`config.mk`:
```
export PLATFORM = sky130hd
export DESIGN_NAME = uart_reg_master
export DESIGN_NICKNAME = d
export VERILOG_FILES = /design/src/rtl/uart_reg_master.sv
export SDC_FILE = /design/constraint.sdc
export NUM_CORES = 1
export LEC_CHECK = 0
export CAP_MARGIN = 20
export CORE_MARGIN = 2
export CORE_UTILIZATION = 45
export DETAILED_ROUTE_END_ITERATION = 8
export PLACE_DENSITY = 0.79
export SYNTH_ARGS = -nofsm -noshare
export SYNTH_HDL_FRONTEND = slang
export SYNTH_SLANG_ARGS = --single-unit
```
`constraint.sdc`:
```
create_clock -name clk -period 4.3 [get_ports clk]
set_input_delay 0.645 -clock clk [delete_from_list [all_inputs] [get_ports clk]]
set_output_delay 0.645 -clock clk [all_outputs]
set_load 0.1 [all_outputs]
```
`src/rtl/uart_reg_master.sv`:
```
// uart_reg_master: turns one command byte into a register-bus transaction
// sequence on a UART-like peripheral: load DATA_TX, kick CONTROL, poll
// STATUS until done (or give up), clear CONTROL, read DATA_RX, and return
// the received byte as a response.
//
// Handshakes: cmd and rsp are plain valid/ready. A transfer happens on a
// rising edge where valid and ready are both high. The producer holds
// valid and data until the transfer. The block raises ready only when it
// can accept (cmd_ready only in IDLE). Once rsp_valid is raised, it holds
// and rsp_data/rsp_err stay stable until rsp_ready is seen.
//
// Register map: 0=CONTROL (wr), 1=DATA_TX (wr), 2=STATUS (rd), 3=DATA_RX (rd).
// rd_data is valid on the cycle after rd_en. In STATUS, bit1 is busy and
// bit0 is done.
module uart_reg_master #(
    parameter int                 WIDTH    = 8,
    parameter logic [WIDTH-1:0]   CTRL_VAL = 'h01,
    parameter int                 POLL_MAX = 255
) (
    input  logic             clk,
    input  logic             rst,
    input  logic             cmd_valid,
    input  logic [WIDTH-1:0] cmd_data,
    output logic             cmd_ready,
    output logic             rsp_valid,
    input  logic             rsp_ready,
    output logic [WIDTH-1:0] rsp_data,
    output logic             rsp_err,
    output logic             wr_en,
    output logic [1:0]       wr_addr,
    output logic [WIDTH-1:0] wr_data,
    output logic             rd_en,
    output logic [1:0]       rd_addr,
    input  logic [WIDTH-1:0] rd_data,
    output logic [3:0]       state_dbg
);

    typedef enum logic [3:0] {
        S_IDLE      = 4'd0,
        S_WR_TX     = 4'd1,
        S_WR_CTRL   = 4'd2,
        S_RD_STAT   = 4'd3,
        S_WAIT_STAT = 4'd4,
        S_WR_CLR    = 4'd5,
        S_RD_RX     = 4'd6,
        S_WAIT_RX   = 4'd7,
        S_RESP      = 4'd8
    } state_t;

    localparam logic [1:0] ADDR_CONTROL = 2'd0;
    localparam logic [1:0] ADDR_DATA_TX = 2'd1;
    localparam logic [1:0] ADDR_STATUS  = 2'd2;
    localparam logic [1:0] ADDR_DATA_RX = 2'd3;

    // The poll counter is always 8 bits, whatever WIDTH is.
    localparam logic [7:0] POLL_LIM = 8'(POLL_MAX);

    state_t           state;
    state_t           state_nxt;
    logic [WIDTH-1:0] tx_byte;
    logic [7:0]       poll_cnt;
    logic [7:0]       poll_cnt_inc;
    logic             err;
    logic [WIDTH-1:0] rsp_data_q;
    logic             stat_done;
    logic             poll_last;
    logic             accept;

    assign accept       = (state == S_IDLE) && cmd_valid;
    assign stat_done    = (rd_data[1:0] == 2'b01);
    assign poll_cnt_inc = poll_cnt + 8'd1;
    // The counter is tested after it is incremented, so POLL_MAX evaluations
    // happen before the timeout fires.
    assign poll_last    = (poll_cnt_inc == POLL_LIM);

    assign rsp_data  = rsp_data_q;
    assign rsp_err   = err;
    assign state_dbg = state;

    // State register; reset abandons any in-flight transfer.
    always_ff @(posedge clk) begin
        if (rst) begin
            state <= S_IDLE;
        end else begin
            state <= state_nxt;
        end
    end

    // Next-state logic for the transfer sequence.
    always_comb begin
        state_nxt = state;
        case (state)
            S_IDLE: begin
                if (cmd_valid) begin
                    state_nxt = S_WR_TX;
                end
            end
            S_WR_TX:   state_nxt = S_WR_CTRL;
            S_WR_CTRL: state_nxt = S_RD_STAT;
            S_RD_STAT: state_nxt = S_WAIT_STAT;
            S_WAIT_STAT: begin
                if (stat_done || poll_last) begin
                    state_nxt = S_WR_CLR;
                end else begin
                    state_nxt = S_RD_STAT;
                end
            end
            S_WR_CLR: begin
                if (err) begin
                    state_nxt = S_RESP;
                end else begin
                    state_nxt = S_RD_RX;
                end
            end
            S_RD_RX:   state_nxt = S_WAIT_RX;
            S_WAIT_RX: state_nxt = S_RESP;
            S_RESP: begin
                if (rsp_ready) begin
                    state_nxt = S_IDLE;
                end
            end
            default:   state_nxt = S_IDLE;
        endcase
    end

    // Bus strobes and handshake flags decoded from the current state.
    always_comb begin
        cmd_ready = 1'b0;
        rsp_valid = 1'b0;
        wr_en     = 1'b0;
        wr_addr   = 2'd0;
        wr_data   = '0;
        rd_en     = 1'b0;
        rd_addr   = 2'd0;
        case (state)
            S_IDLE: cmd_ready = 1'b1;
            S_WR_TX: begin
                wr_en   = 1'b1;
                wr_addr = ADDR_DATA_TX;
                wr_data = tx_byte;
            end
            S_WR_CTRL: begin
                wr_en   = 1'b1;
                wr_addr = ADDR_CONTROL;
                wr_data = CTRL_VAL;
            end
            S_RD_STAT: begin
                rd_en   = 1'b1;
                rd_addr = ADDR_STATUS;
            end
            S_WR_CLR: begin
                wr_en   = 1'b1;
                wr_addr = ADDR_CONTROL;
                wr_data = '0;
            end
            S_RD_RX: begin
                rd_en   = 1'b1;
                rd_addr = ADDR_DATA_RX;
            end
            S_RESP: rsp_valid = 1'b1;
            default: begin
                cmd_ready = 1'b0;
            end
        endcase
    end

    // Transfer datapath: captured byte, poll counter, error flag, response byte.
    always_ff @(posedge clk) begin
        if (rst) begin
            tx_byte    <= '0;
            poll_cnt   <= 8'd0;
            err        <= 1'b0;
            rsp_data_q <= '0;
        end else begin
            if (accept) begin
                // Response starts at 0, so an error response keeps rsp_data=0.
                tx_byte    <= cmd_data;
                poll_cnt   <= 8'd0;
                err        <= 1'b0;
                rsp_data_q <= '0;
            end
            if (state == S_WAIT_STAT) begin
                poll_cnt <= poll_cnt_inc;
                if (!stat_done && poll_last) begin
                    err <= 1'b1;
                end
            end
            if (state == S_WAIT_RX) begin
                rsp_data_q <= rd_data;
            end
        end
    end

endmodule

```
Placement by cell class:
Scale: 4 px per um.
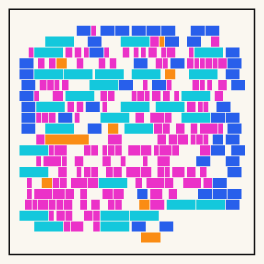
- orange: clock drivers and dummy loads (cells 8; share of their area 4.3%)
- cyan: flip-flops (cells 29; share of their area 29%)
- blue: other buffers and delay cells (cells 49; share of their area 24%)
- magenta: all other logic (cells 148; share of their area 42%)
final instance area: 0.00205 sq mm
core area: 0.00308 sq mm
Seq/total area: 28.4%
Cell Rows: 20
Core Util, Final: 66.5%

Wiring by layer:
Scale: 4 px per um.
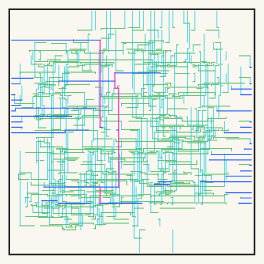
- green: met1 (wire length 1600 um)
- blue: met3 (wire length 250 um)
- magenta: met4 (wire length 55.3 um)
- cyan: met2 (wire length 1580 um)
wire length per cell: 12.5 um
drt total wl: 3.48 mm
vias post-DR: 1459
GRT Total Usage: 20.4%

Clock wiring as the flow saved it:
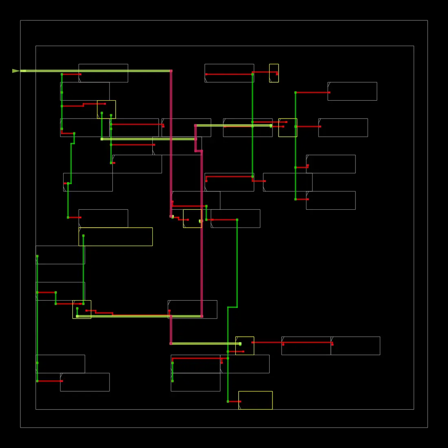
clkbuf count: 7
clock network power: 0.000237 W
CTS sink cnt: 29

==> out/results.tsv <==
metric	value	unit
ctsHoldBuffers	0	
powerDensity	355	mW/mm^2
finalWeightedCongestion	0.832	
fp_nets	213	
grt_overflow	0	
status	complete, no violations	
path_max_fanout	17	
reg2reg_to	poll_cnt[7]	
instances_no_fill	278	
reg2reg_depth	3	
antenna_cells	0	
dr.pass1.iters	4	
cts_made_buffers	5	
cts_setup_buffers	0	
synth-async-reset-ratio	0	%
grt_max_degree	30	
dpl.hpwl	2.35	mm
p_int	0.000473	W
synth_warnings	0	
post-synth-top-area-cell	dfxtp_1	
hold_end	tx_byte[2]	
p_clk_share	32.6	%
ios	49	
rsz0062_at_grt	false	
cpPeakStageDelay	1130	ps
viasPerCell	5.25	
ys_types	38	
crit_chain	nand2b_1 -> nor3_2 -> and2_1 -> clkdlybuf4s50_1	
warning_count	27	
setup_tns	0	ps
place_inst	270	
path_class	register to output pin	
synth_seq_share	39.8	%
drtAntennaViolNets	0	
syn_area	0.00146	sq mm
period_used_share	80.3	%
ctsHtreeMaxLevel	2	
p_comb_share	27.2	%
required	3650	ps
finalSetupViolations	0	
report.final.hold_viol_count	0	
worst_pin_slew	985	ps
max_freq	290	MHz
cts-resized-gates	0	
reg2reg_setup_slack	2220	ps
area_delta_synth_final	40.2	%
clk_latency	330	ps
maxCapViolations	0	
n_fill_cell	275	
yosys-top-cells-area	dfxtp_1 40%, a21oi_1 9.6%, nand2_1 7.5%	
grt_pass1_vias	1246	
hold_class	register to register	
cp_num_buf_inv	1	
seqPwrFrac	40.2	%
p_leak	0.737	nW
Placement density heat map:
Scale: 6 px per um. 6 x 6 tiles, from black (low) to pale yellow (high), 0 to 100% covered.
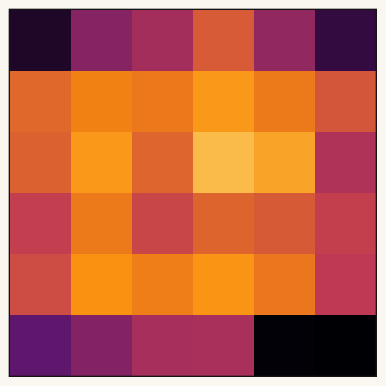
- emptiest ninth of the die: bottom right
- tiles over 75% full: 17%
- fullest tile: 85%
- nearly empty tiles: 5.6%
- mean over tiles: 54%
FP Util: 47.4%

Pin placement:
Scale: 6 px per um. Pins as bars across the die edge, other pins in gray.
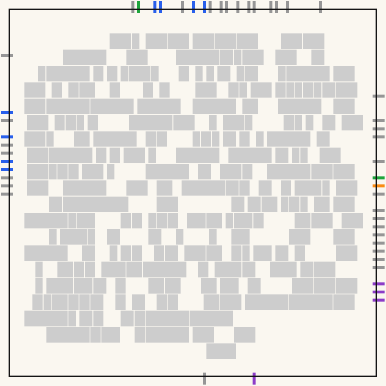
- purple: state_dbg (pins 4; direction output; edge 3 right, 1 bottom)
- blue: rsp_data (pins 8; direction output; edge 4 top, 4 left)
- orange: wr_en (pins 1; direction output; edge right)
- green: wr_addr (pins 2; direction output; edge 1 right, 1 top)
die width: 60.9 um
IO buf count: 47

## sequential cells by signal, indices dropped and copies added (netlist names)
| name | flops |
|---|---|
| poll_cnt | 8 |
| rsp_data | 8 |
| rsp_err | 1 |
| state_dbg | 4 |
| tx_byte | 8 |
## cells in the mapped netlist (all sizes together), types with 4 or more instances
cell,count
a21oi,28
o21ai,6
nand2b,4
nor2,9
buf,4
and2,11
nand2,29
clkbuf,10
and3,4
nand3,15
nor4,4
dfxtp,29
## worst max-delay path by stage
stage	startpoint	end	slack (ps)	cells past startpoint
2_1_floorplan	state_dbg[2]	rd_addr[0]	10	2
3_3_place_gp	state_dbg[0]	wr_data[5]	1240	4
3_5_place_dp	state_dbg[0]	wr_data[4]	1190	4
4_1_cts	state_dbg[0]	wr_data[4]	800	4
5_1_grt	state_dbg[0]	wr_data[4]	670	4
6_report	state_dbg[0]	wr_data[4]	850	4
## cells in the final DEF (no fill, tap or decap), types with 2 or more instances in the layout
cell type and n:
a211oi_1 2, a21oi_1 28, a311oi_1 2, and2_1 11, and3_1 4, buf_4 2
clkbuf_4 5, clkdlybuf4s50_1 47, dfxtp_1 29, ha_1 2, inv_1 3, nand2_1 29
nand2b_1 4, nand3_1 15, nor2_1 9, nor2b_1 2, nor3_1 2, nor4_1 2
nor4_2 2, o21a_1 3, o21ai_0 6, or3_1 3, xor2_1 2
## power groups by stage
| stage | Sequential (W) | Clock [W] | Combinational [W] |
|---|---|---|---|
| floorplan | 0.000310 | 0 | 0.000135 |
| CTS | 0.000292 | 0.000243 | 0.000199 |
| detailed placement | 0.000298 | 0 | 0.000198 |
| global route | 0.000294 | 0.000255 | 0.000209 |
| finish | 0.000292 | 0.000237 | 0.000198 |
| global placement | 0.000297 | 0 | 0.000198 |
## final cells by class
class / instances / area (sq um) / area share (%)
multi-input cells: 145 / 828 / 40.5
clock inverters: 1 / 30.0 / 1.47
well taps: 44 / 55.1 / 2.69
flip-flops and latches: 29 / 581 / 28.4
repair buffers: 49 / 485 / 23.7
clock buffers: 7 / 55.1 / 2.69
inverters: 3 / 11.3 / 0.550
## through the flow
stage / hold WS [ps] / worst slack, ps / cell area (sq um) / power [W]
floorplan: 432 / 13.2 / 1480 / 0.000445
detailed placement: 445 / 1190 / 1960 / 0.000496
global route: 480 / 667 / 2050 / 0.000758
global placement: 439 / 1240 / 1960 / 0.000495
finish: 456 / 847 / 2050 / 0.000726
CTS: 458 / 803 / 2050 / 0.000734
## metal layers
layer	vias up	global-route usage, %	part of all wire, %
met5	-	0	0
met4	0	7.45	1.6
met3	8	8.10	7.2
met2	43	31.5	45
met1	648	25.8	46
li1	760	-	-
## tightest hold or removal path: stages, from the launching register on
cell and delay, ps:
dfxtp_1 320, nand2_1 50, a21oi_1 50
## kinds of logic after synthesis
| group | synth area share, % |
|---|---|
| other cells | 0.257 |
| fa+ha+maj | 1.71 |
| flops | 39.8 |
| compound gates | 20.2 |
| xor+xnor | 1.80 |
| buf+inv | 4.97 |
| simple gates | 31.3 |
Power figures rest on the tool's default switching activity, not on a simulated workload.
